### src/rtl/comb_bist_pkg.sv
// Shared types and constants for the comb_bist self-test harness.
// Latency/backpressure: none (declarations only).
package comb_bist_pkg;

   typedef enum logic [1:0] {
      ST_IDLE   = 2'd0,
      ST_WAIT   = 2'd1,
      ST_SAMPLE = 2'd2,
      ST_DONE   = 2'd3
   } state_e;

   localparam logic [4:0] MISR_TAPS = 5'b00101;  // x^5 + x^2 + 1
   localparam int         VEC_COUNT = 64;
   localparam logic [5:0] LAST_VEC  = 6'(VEC_COUNT - 1);

   function automatic logic [4:0] misr_next(input logic [4:0] sig, input logic [4:0] din);
      return {sig[3:0], 1'b0} ^ (sig[4] ? MISR_TAPS : 5'b0) ^ din;
   endfunction

endpackage

### src/rtl/comb_bist_if.sv
// Controller and function-block side signals of comb_bist; slave = harness, master = environment.
// Latency/backpressure: none (wiring only), start/done handshake.
interface comb_bist_if;
   logic       start;
   logic       busy;
   logic       done;
   logic       pass;
   logic [6:0] err_count;
   logic       first_fail_valid;
   logic [5:0] first_fail_vec;
   logic [4:0] signature;
   logic [5:0] vec_out;
   logic [4:0] resp_in;

   modport slave (
      input  start, resp_in,
      output busy, done, pass, err_count, first_fail_valid, first_fail_vec, signature, vec_out
   );

   modport master (
      output start, resp_in,
      input  busy, done, pass, err_count, first_fail_valid, first_fail_vec, signature, vec_out
   );
endinterface

### src/rtl/comb_bist_misr5.sv
// 5-bit MISR compressing block responses; updates on en, one cycle latency.
// Backpressure: none; clr and rst both zero the register (seed 0).
module misr5
   import comb_bist_pkg::*;
(
   input  logic       clk,
   input  logic       rst,
   input  logic       clr,
   input  logic       en,
   input  logic [4:0] din,
   output logic [4:0] sig
);

   logic [4:0] sig_q;

   always_ff @(posedge clk) begin
      if (rst || clr) begin
         sig_q <= 5'b0;
      end else if (en) begin
         sig_q <= misr_next(sig_q, din);
      end
   end

   assign sig = sig_q;

endmodule

### src/rtl/comb_bist.sv
// Exhaustive BIST for a 6-in/5-out combinational block: 64 vectors, SETTLE+1 cycles each.
// Backpressure: start accepted only in IDLE; done pulses once, results hold until next start.
module comb_bist
   import comb_bist_pkg::*;
#(
   parameter int unsigned SETTLE = 1
) (
   input  logic        clk,
   input  logic        rst,
   comb_bist_if.slave  bus
);

   state_e     state_q, state_d;
   logic [5:0] vec_q, vec_d;
   logic [3:0] cnt_q, cnt_d;
   logic [6:0] err_q, err_d;
   logic       ffv_q, ffv_d;
   logic [5:0] ffvec_q, ffvec_d;
   logic       pass_q, pass_d;
   logic       misr_clr, misr_en;
   logic [4:0] sig;

   logic a, b, c, d, e, f;
   logic [4:0] golden;

   assign {a, b, c, d, e, f} = vec_q;
   assign golden[4] = (a & b) | (c & d);
   assign golden[3] = ((a & b & c) | (d & e)) & f;
   assign golden[2] = ~((a | ~b) & ((c & d) | e));
   assign golden[1] = d & (~a | b);
   assign golden[0] = (c & ~d) | (~b & ~d) | (a & b & ~c & d);

   always_ff @(posedge clk) begin
      if (rst) begin
         state_q <= ST_IDLE;
         vec_q   <= 6'd0;
         cnt_q   <= 4'd0;
         err_q   <= 7'd0;
         ffv_q   <= 1'b0;
         ffvec_q <= 6'd0;
         pass_q  <= 1'b0;
      end else begin
         state_q <= state_d;
         vec_q   <= vec_d;
         cnt_q   <= cnt_d;
         err_q   <= err_d;
         ffv_q   <= ffv_d;
         ffvec_q <= ffvec_d;
         pass_q  <= pass_d;
      end
   end

   always_comb begin
      state_d  = state_q;
      vec_d    = vec_q;
      cnt_d    = cnt_q;
      err_d    = err_q;
      ffv_d    = ffv_q;
      ffvec_d  = ffvec_q;
      pass_d   = pass_q;
      misr_clr = 1'b0;
      misr_en  = 1'b0;
      case (state_q)
         ST_IDLE: begin
            if (bus.start) begin
               err_d    = 7'd0;
               ffv_d    = 1'b0;
               ffvec_d  = 6'd0;
               pass_d   = 1'b0;
               misr_clr = 1'b1;
               vec_d    = 6'd0;
               cnt_d    = 4'(SETTLE - 1);
               state_d  = ST_WAIT;
            end
         end
         ST_WAIT: begin
            if (cnt_q == 4'd0) begin
               state_d = ST_SAMPLE;
            end else begin
               cnt_d = cnt_q - 4'd1;
            end
         end
         ST_SAMPLE: begin
            misr_en = 1'b1;
            if (bus.resp_in != golden) begin
               err_d = err_q + 7'd1;
               if (!ffv_q) begin
                  ffv_d   = 1'b1;
                  ffvec_d = vec_q;
               end
            end
            // pass is made visible in the same cycle that done pulses
            if (vec_q == LAST_VEC) begin
               pass_d  = (err_d == 7'd0);
               state_d = ST_DONE;
            end else begin
               vec_d   = vec_q + 6'd1;
               cnt_d   = 4'(SETTLE - 1);
               state_d = ST_WAIT;
            end
         end
         ST_DONE: begin
            state_d = ST_IDLE;
         end
         default: begin
            state_d = ST_IDLE;
         end
      endcase
   end

   misr5 u_misr (
      .clk (clk),
      .rst (rst),
      .clr (misr_clr),
      .en  (misr_en),
      .din (bus.resp_in),
      .sig (sig)
   );

   assign bus.vec_out          = vec_q;
   assign bus.busy             = (state_q == ST_WAIT) || (state_q == ST_SAMPLE);
   assign bus.done             = (state_q == ST_DONE);
   assign bus.pass             = pass_q;
   assign bus.err_count        = err_q;
   assign bus.first_fail_valid = ffv_q;
   assign bus.first_fail_vec   = ffvec_q;
   assign bus.signature        = sig;

endmodule
### src/flat_wrapper.sv
// flat-port wrapper written by rule: the top's interface ports become plain ports
module comb_bist_flat import comb_bist_pkg::*;
#(
   parameter int unsigned SETTLE = 1
)
  (clk, rst, bus_start, bus_resp_in, bus_busy, bus_done, bus_pass, bus_err_count, bus_first_fail_valid, bus_first_fail_vec, bus_signature, bus_vec_out);
  comb_bist_if bus_i ();
  input  logic clk;
  input  logic rst;
  input wire logic [$bits(bus_i.start)-1:0] bus_start;
  input wire logic [$bits(bus_i.resp_in)-1:0] bus_resp_in;
  output wire logic [$bits(bus_i.busy)-1:0] bus_busy;
  output wire logic [$bits(bus_i.done)-1:0] bus_done;
  output wire logic [$bits(bus_i.pass)-1:0] bus_pass;
  output wire logic [$bits(bus_i.err_count)-1:0] bus_err_count;
  output wire logic [$bits(bus_i.first_fail_valid)-1:0] bus_first_fail_valid;
  output wire logic [$bits(bus_i.first_fail_vec)-1:0] bus_first_fail_vec;
  output wire logic [$bits(bus_i.signature)-1:0] bus_signature;
  output wire logic [$bits(bus_i.vec_out)-1:0] bus_vec_out;
  assign bus_i.start = bus_start;
  assign bus_i.resp_in = bus_resp_in;
  assign bus_busy = bus_i.busy;
  assign bus_done = bus_i.done;
  assign bus_pass = bus_i.pass;
  assign bus_err_count = bus_i.err_count;
  assign bus_first_fail_valid = bus_i.first_fail_valid;
  assign bus_first_fail_vec = bus_i.first_fail_vec;
  assign bus_signature = bus_i.signature;
  assign bus_vec_out = bus_i.vec_out;
  comb_bist #(.SETTLE(SETTLE)) u_core (.clk(clk), .rst(rst), .bus(bus_i));
endmodule
### config.mk
export PLATFORM = sky130hd
export DESIGN_NAME = comb_bist_flat
export DESIGN_NICKNAME = d
export VERILOG_FILES = /design/src/rtl/comb_bist_pkg.sv /design/src/rtl/comb_bist_if.sv /design/src/rtl/comb_bist_misr5.sv /design/src/rtl/comb_bist.sv /design/src/flat_wrapper.sv
export SDC_FILE = /design/constraint.sdc
export NUM_CORES = 1
export LEC_CHECK = 0
export ABC_CLOCK_PERIOD_IN_PS = 6000
export CORE_MARGIN = 2
export CORE_UTILIZATION = 56
export DETAILED_ROUTE_END_ITERATION = 7
export GPL_ROUTABILITY_DRIVEN = 1
export HOLD_SLACK_MARGIN = 0.02
export PLACE_DENSITY = 0.87
export SYNTH_ARGS = -nofsm -noshare
export SYNTH_HDL_FRONTEND = slang
export SYNTH_HIERARCHICAL = 1
export SYNTH_SLANG_ARGS = --single-unit
### constraint.sdc
create_clock -name clk -period 6 [get_ports clk]
set_input_delay 1.8 -clock clk [delete_from_list [all_inputs] [get_ports clk]]
set_output_delay 1.8 -clock clk [all_outputs]
set_load 0.005 [all_outputs]
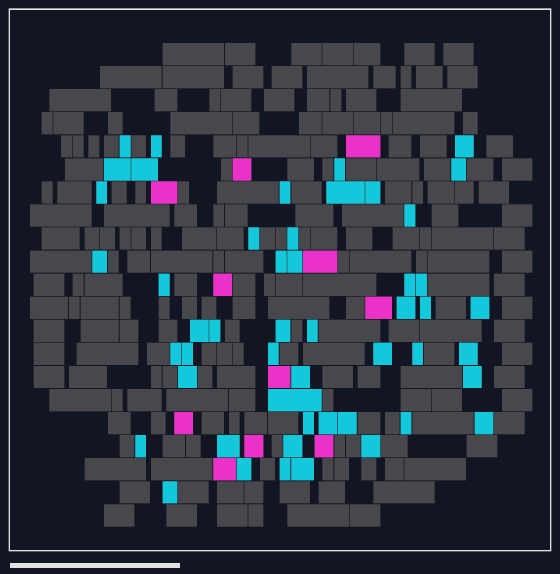
(run_1/gate_families.png)
Scale bar: 20 um.
[NAND gates] cyan | cells: 50 | most used: nand2_1
[AND and OR gates] magenta | cells: 11 | most used: and2_1
multi-input logic portion of the cell area: 52.62%
highest-count logic cell in the final layout: sky130_fd_sc_hd__clkdlybuf4s50_1
Post-Layout Cell Count: 314

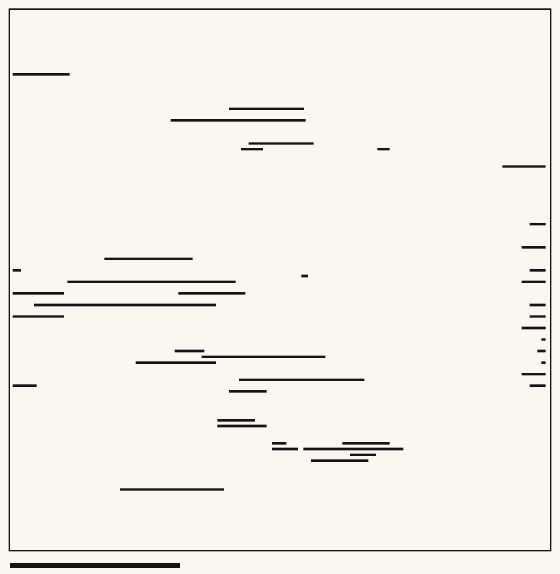
(run_1/met3.png)
Scale bar: 20 um.
wire length on this layer: 236 um
longest straight run: 21.2 um
share of all routed wire: 5.4%
main direction: horizontal
total routed wirelength: 4344 um
total number of vias: 1798
GR met3 Demand/Resource: 6.250%

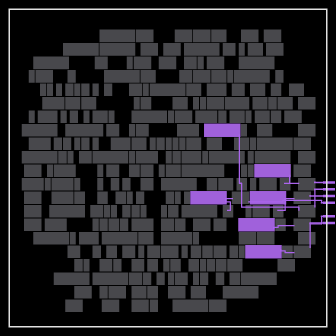
(run_1/port_nets.png)
[`bus_first_fail_vec`] purple | bits: 6 | direction: output | end cells: 6 | wire: 88.6 um
IO Count: 36
IO buf count: 35

## run 1: worst paths after layout
kind	from	end	slack [ns]	cells past startpoint
min	u_core/bus.first_fail_vec[3]	u_core/bus.first_fail_vec[3]	0.48	2
max	bus_resp_in[1]	u_core/bus.first_fail_vec[1]	2.33	8
min reg2reg	u_core/bus.first_fail_vec[3]	u_core/bus.first_fail_vec[3]	0.48	2
max reg2reg	u_core/state_q[0]	u_core/bus.vec_out[5]	3.42	7
## run 1: sequential cells by signal, summed over array words and instances (netlist names)
signal	flops
u_core/bus.err_count	7
u_core/bus.first_fail_vec	6
u_core/bus.vec_out	6
u_core/u_misr/sig	5
u_core/cnt_q	4
u_core/state_q	2
u_core/bus.first_fail_valid	1
u_core/bus.pass	1
==> summary.txt, run 1 <==
Implementation results are summarized by area below.

Status
The flow ran to the end, and the final reports show no timing, DRC or antenna violations.

Global route
Routing resource usage on met1 recorded by global route was 30.00%. The initial antenna violation count is 0. Entering global routing, the biggest net connects 26 pins.

Logic synthesis
The number of flops mapped to enable cells by yosys is 0. The compound-cell area share of the yosys netlist is 15.81%. After Yosys synthesis, full adders, half adders and majority gates account for 5.646% of the synthesized area.

The synthesized netlist has a Yosys-reported chip area of 1994 sq um. Synthesis instantiated 54 different standard cells from the library. The Yosys warning count is 6. The number of instances in the synthesized netlist is 236. In the synthesized netlist, the cells that appear most often are sky130_fd_sc_hd__dfxtp_1 (32), sky130_fd_sc_hd__nor2_1 (28), sky130_fd_sc_hd__nand2_1 (23).

The post-synthesis async set-or-reset flop share is 0%.

Worst setup path
The highest fanout seen on the critical path is 10. The highest-delay cell along the critical path is sky130_fd_sc_hd__clkdlybuf4s50_1. The setup path with the least slack is of type input pin to register.

Timing
The worst path needs 3.668 ns of the cycle, external delays included. The setup clock skew after layout is 0.003469 ns. For the final routed database, the setup TNS stands at 0 ns. The critical path in the final layout is reported with a setup slack of 2.332 ns.

CTS
The clock transition at the register clock pins on the worst setup and hold paths after CTS is 0.09 ns. The deepest level of the CTS H-tree is 2. The number of gates resized after CTS was 0. The number of clock buffers added by TritonCTS is 5.

Min path
The type recorded for the worst min-delay path is register to register.

Finish
Multi-input combinational cells in the finished layout were counted as 184. In the final layout, non-clock buffers account for 14.66% of the cell area. The area of the multi-input gates is 1257 sq um. In the final layout, clock buffers and inverters account for 1.937% of the cell area.

Drt
Nets still carrying antenna violations after routing amount to 0. The vias per cell is 5.726. The met1 wire length is 2052 um. The highest metal layer with signal wires is met4.

Power and ir drop
Power attributed to the clock group is 113 uW. The power per cell area is 287.4 nW/um^2. Combinational logic is responsible for 45.0% of the overall power.

Place
The total instance count after detailed placement is 307. At the placement stage, the worst setup path has a slack of 2.003 ns. After legalization and detailed placement, the total HPWL measured 3052 um. Summing all placed instances gives a cell area of 2344 sq um.

Job
Across all stage logs, warnings added up to 31.

Floorplan
The floorplan step set the die height to 63.68 um. According to the floorplan report, the die width is 63.68 um.
==> run_1/final_placement.png <==
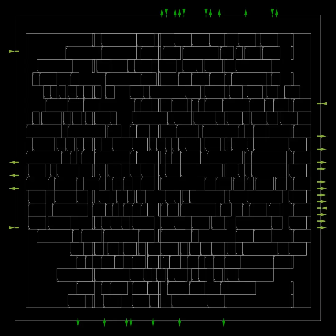

--- run 2 (diff from run 1) ---
--- a/config.mk
+++ b/config.mk
@@ -5,13 +5,13 @@
 export SDC_FILE = /design/constraint.sdc
 export NUM_CORES = 1
 export LEC_CHECK = 0
-export ABC_CLOCK_PERIOD_IN_PS = 6000
+export ABC_CLOCK_PERIOD_IN_PS = 3600
 export CORE_MARGIN = 2
-export CORE_UTILIZATION = 56
+export CORE_UTILIZATION = 52
 export DETAILED_ROUTE_END_ITERATION = 7
 export GPL_ROUTABILITY_DRIVEN = 1
 export HOLD_SLACK_MARGIN = 0.02
-export PLACE_DENSITY = 0.87
+export PLACE_DENSITY = 0.82
 export SYNTH_ARGS = -nofsm -noshare
 export SYNTH_HDL_FRONTEND = slang
 export SYNTH_HIERARCHICAL = 1
==> constraint.sdc (replaced) <==
create_clock -name clk -period 3.6 [get_ports clk]
set_input_delay 1.08 -clock clk [delete_from_list [all_inputs] [get_ports clk]]
set_output_delay 1.08 -clock clk [all_outputs]
set_load 0.005 [all_outputs]
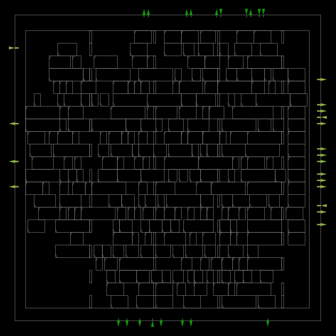
(run_2/final_placement.png)
core area: 3661 sq um
seq_cells: 32
post-route core utilization: 66.61%

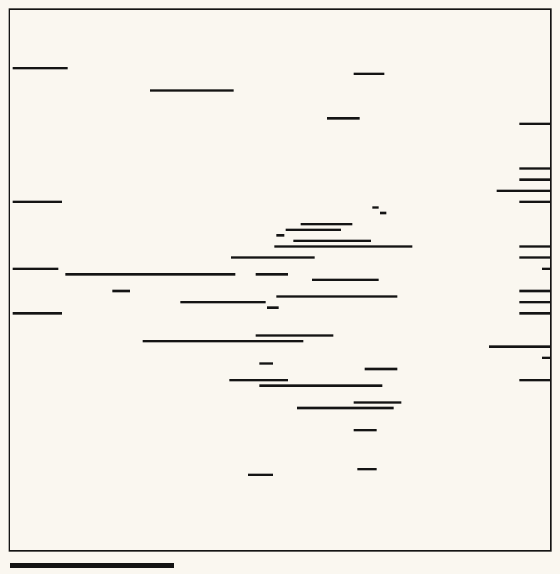
(run_2/met3.png)
Scale bar: 20 um.
nets with wire on the layer: 37
main direction: horizontal
longest straight run: 20.5 um
wire length on this layer: 278 um
share of all routed wire: 6.2%
total routed wirelength: 4497 um
GR met3 Demand/Resource: 4.259%
total number of vias: 1837

==> run 2 against run 1 <==
  * Non-clock buffer count up 2
  * Critical endpoint is now u_core/bus.err_count[0]
  * Worst hold slack worse by 0.0034 ns
  * Clock skew up 0.0025 ns
  * Routed wire length up 3.5%
  * Flip-flop count unchanged
  * Sequential share of layout area down 0.54 points
  * Clock power up 130%
  * Combinational power up 71%
  * Cell count up 1.3%
  * Largest cell class unchanged
  * Core utilization down 3.9 points
  * Synthesized cell count unchanged
==> summary.txt, run 2 <==
Implementation results are summarized by area below.

Worst setup path
The startpoint of the worst-slack reg-to-reg timing path is u_core/bus.vec_out[3] (was u_core/state_q[0]). The setup slack of the worst register-to-register path is 1.30 ns (was 3.42 ns). The highest-delay cell along the critical path was sky130_fd_sc_hd__clkdlybuf4s50_1 (unchanged). The endpoint of the lowest-slack register-to-register path is u_core/bus.err_count[0] (was u_core/bus.vec_out[5]). The worst setup path category is input pin to register (unchanged). The highest fanout seen on the critical path is 10 (unchanged).

Place
The number of buffers added on ports is 35 (unchanged). The total instance count after detailed placement is 311 (was 307). The worst-case setup slack after placement is 0.3668 ns (was 2.003 ns).

Floorplan
The die height was 65.93 um (was 63.68 um). The die outline width was 65.93 um (was 63.68 um). The number of ports placed on the die boundary was 36 (unchanged).

CTS
The deepest level of the CTS H-tree was 2 (unchanged). The number of buffers added by the clock tree synthesis step came to 5 (unchanged). The count of cells resized by post-cts repair is 0 (unchanged). The number of buffers on the longest clock path was 2 (unchanged).

Global route
The largest net degree at the start of global routing is 19 (was 26). The global-route wire length before repair is 7707 um (was 7162 um). The global-route met1 utilization was 28.84% (was 30.00%).

Min path
The hold path startpoint is u_core/cnt_q[3] (was u_core/bus.first_fail_vec[3]). The worst hold path endpoint is u_core/cnt_q[3] (was u_core/bus.first_fail_vec[3]). The cell depth of the worst min-delay path came to 2 (unchanged). The classification of the worst-slack hold path is register to register (unchanged).

Drt
The met1 wire length is 2023 um (was 2052 um). The post-route antenna net violation count is 0 (unchanged). The vias per cell is 5.777 (was 5.726). The highest metal layer with signal wires is met4 (unchanged).

Logic synthesis
The post-synthesis async set-or-reset flop share is 0% (unchanged). Commonest cells in the synthesized netlist: sky130_fd_sc_hd__dfxtp_1 (32), sky130_fd_sc_hd__nor2_1 (28), sky130_fd_sc_hd__nand2_1 (23) (unchanged). The synthesized chip area reported by yosys is 1994 sq um (unchanged). The Yosys warning count is 6 (unchanged). The number of instances in the synthesized netlist came to 236 (unchanged).

The post-synthesis cell type count is 54 (unchanged).

Timing
The final critical-path setup slack is 0.5767 ns (was 2.332 ns). Unrepaired setup endpoints after global routing: no (unchanged). The setup clock skew after layout is 0.006014 ns (was 0.003469 ns). The routed design could run at a clock period as short as 3.023 ns.

Status
Result of the run: completed (unchanged).

Power and ir drop
The combinational gate power is 527 uW (was 309 uW). The power dissipated in the clock network is 256 uW (was 113 uW). The portion of total power attributed to the clock network was 21.0% (was 16.5%). The power share of the combinational group is 43.1% (was 45.0%). The power per cell area was 500.6 nW/um^2 (was 287.4 nW/um^2).

Finish
The number of flip-flops in the largest register is 7 (unchanged).
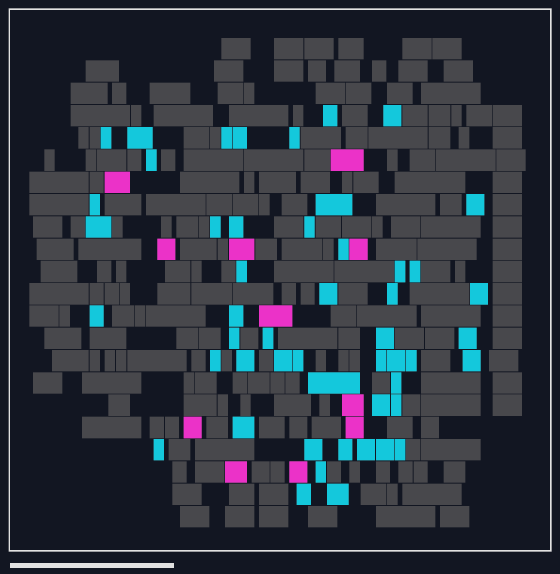
(run_2/gate_families.png)
Scale bar: 20 um.
[NAND gates] cyan | cells: 50 | most used: nand2_1
[AND and OR gates] magenta | cells: 11 | most used: and2_1
multi-input logic portion of the cell area: 51.57%
Post-Layout Cell Count: 318

## run 2: critical path: cells and delay by family
| family | cells | cell delay [ns] |
|---|---|---|
| multiplexers | 1 | 0.37 |
| AND-OR/OR-AND | 2 | 0.30 |
| buffers and inverters | 1 | 0.53 |
| AND/OR/NAND/NOR | 4 | 0.89 |
## run 2: layout make-up
class                   count  area (sq um)
inverters                  10         37.54
well taps                  48         60.06
repair buffers             37         365.4
fillers                   316          1222
multi-input cells         184          1257
clock inverters             1         5.005
flip-flops and latches     32         640.6
clock buffers               6         72.57
## run 2: logic make-up after synthesis
kind of cell	Yosys count	share of synthesized area, %
flip-flops	32	32.12
buffers and inverters	20	4.830
AND/OR/NAND/NOR	101	28.04
multiplexers	12	6.211
AND-OR/OR-AND	47	15.81
adder cells (fa/ha/maj)	9	5.646
XOR/XNOR	15	7.340
==> run_2/density.png <==
The die is cut into 7 by 7 equal tiles; black is low, pale yellow is high, 0 to 100% covered.
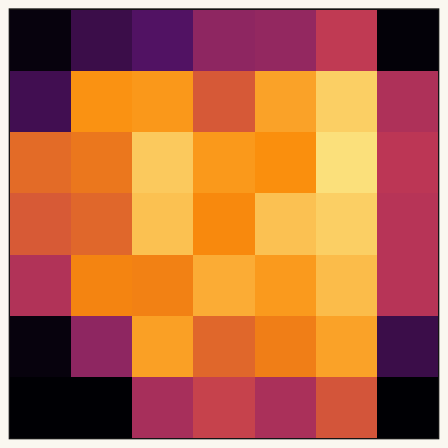

--- run 3 (diff from run 2) ---
--- a/config.mk
+++ b/config.mk
@@ -5,13 +5,13 @@
 export SDC_FILE = /design/constraint.sdc
 export NUM_CORES = 1
 export LEC_CHECK = 0
-export ABC_CLOCK_PERIOD_IN_PS = 3600
+export ABC_CLOCK_PERIOD_IN_PS = 2500
 export CORE_MARGIN = 2
-export CORE_UTILIZATION = 52
+export CORE_UTILIZATION = 47
 export DETAILED_ROUTE_END_ITERATION = 7
 export GPL_ROUTABILITY_DRIVEN = 1
 export HOLD_SLACK_MARGIN = 0.02
-export PLACE_DENSITY = 0.82
+export PLACE_DENSITY = 0.79
 export SYNTH_ARGS = -nofsm -noshare
 export SYNTH_HDL_FRONTEND = slang
 export SYNTH_HIERARCHICAL = 1
==> constraint.sdc (replaced) <==
create_clock -name clk -period 2.5 [get_ports clk]
set_input_delay 0.75 -clock clk [delete_from_list [all_inputs] [get_ports clk]]
set_output_delay 0.75 -clock clk [all_outputs]
set_load 0.005 [all_outputs]
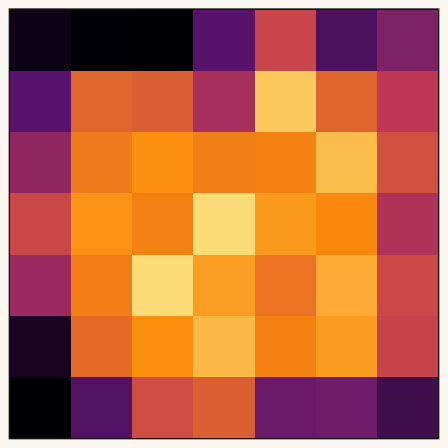
(run_3/density.png)
The die is cut into 7 by 7 equal tiles; black is low, pale yellow is high, 0 to 100% covered.
fullest tile: 93%
mean over tiles: 54%
emptiest ninth of the die: upper left
tiles over 75% full: 25%
core utilization at floorplan: 49.50%
core area: 4029 sq um

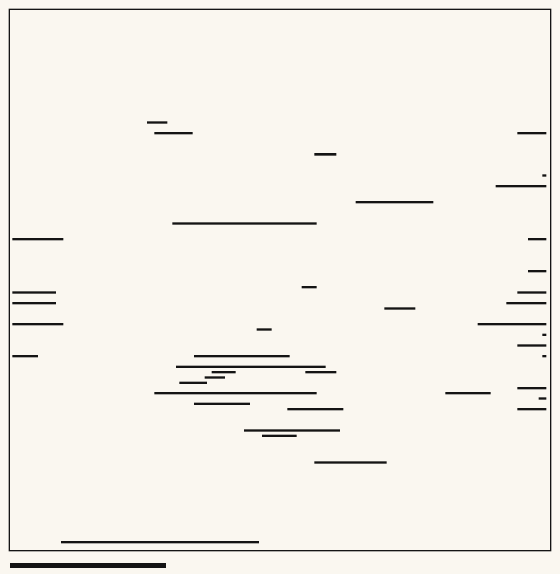
(run_3/met3.png)
Scale bar: 20 um.
total number of vias: 1877
total routed wirelength: 4755 um
GR met3 Demand/Resource: 4.971%

==> run 3 against run 2 <==
  * Core utilization shrank 1.1 points
  * Die size up 10%
  * Routed wire length grew 5.7%
  * Count of clock-buffer cells in the layout rose by 1
  * Combinational power grew 59%
  * Sequential share of layout area is 2.0 points lower
==> summary.txt, run 3 <==
Implementation results are summarized by area below.

Power and ir drop
The portion of total power attributed to the clock network came to 27.2% (was 21.0%). The combinational gate power is 837 uW (was 527 uW). The power per cell area came to 766.4 nW/um^2 (was 500.6 nW/um^2).

Place
The post-place instance area is 2491 sq um (was 2361 sq um). The number of buffers added on ports came to 35 (unchanged). The HPWL after detailed placement is 3447 um (was 3265 um). The worst-case setup slack after placement is -0.3780 ns (was 0.3668 ns).

Status
Result of the run: completed (unchanged).

Timing
Unrepaired setup endpoints after global routing: no (unchanged). The setup clock skew after layout is 0.002304 ns (was 0.006014 ns). For the finished layout, the period the worst path requires is 2.381 ns. The final critical-path setup slack is 0.1191 ns (was 0.5767 ns).

Floorplan
The die outline width is 69.14 um (was 65.93 um). The die height is 69.14 um (was 65.93 um).

Global route
The largest net degree at the start of global routing was 16 (was 19). The global-route wire length before repair is 8010 um (was 7707 um).

Logic synthesis
The post-synthesis cell type count is 54 (unchanged). The number of flops mapped to enable cells by yosys is 0 (unchanged).

Worst setup path
The top cell family by delay on the critical path was buffers and inverters (was simple AND/OR/NAND/NOR gates). The logic depth of the worst setup path including buffers came to 3 (was 8). The endpoint of the lowest-slack register-to-register path is u_core/bus.pass (was u_core/bus.err_count[0]).

CTS
The clock transition at the register clock pins on the worst setup and hold paths after CTS came to 0.07 ns (was 0.06 ns).
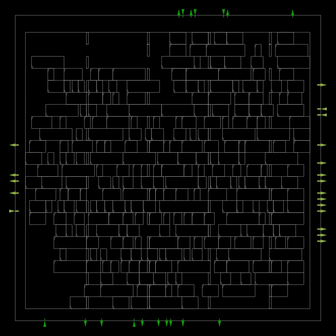
(run_3/final_placement.png)
sequential fraction of total cell area: 24.29%
number of inserted filler cells in the final layout: 364

## run 3: final cells by class
cell class	count	area, sq um
Clock buffer	7	96.34
Fill cell	364	1391
Multi-Input combinational cell	184	1276
Timing Repair Buffer	54	494.2
Clock inverter	1	30.03
Inverter	10	37.54
Tap cell	50	62.56
Sequential cell	32	640.6
## run 3: cells by family (layout without fill, tap and decap cells)
kind of cell | count (synthesis) | count (layout) | synth area share (%)
flip-flops | 32 | 32 | 32.12
adder cells (fa/ha/maj) | 9 | 9 | 5.646
buffers and inverters | 20 | 72 | 4.830
AND-OR/OR-AND | 47 | 47 | 15.81
AND/OR/NAND/NOR | 101 | 101 | 28.04
multiplexers | 12 | 12 | 6.211
XOR/XNOR | 15 | 15 | 7.340
Power figures rest on the tool's default switching activity, not on a simulated workload.
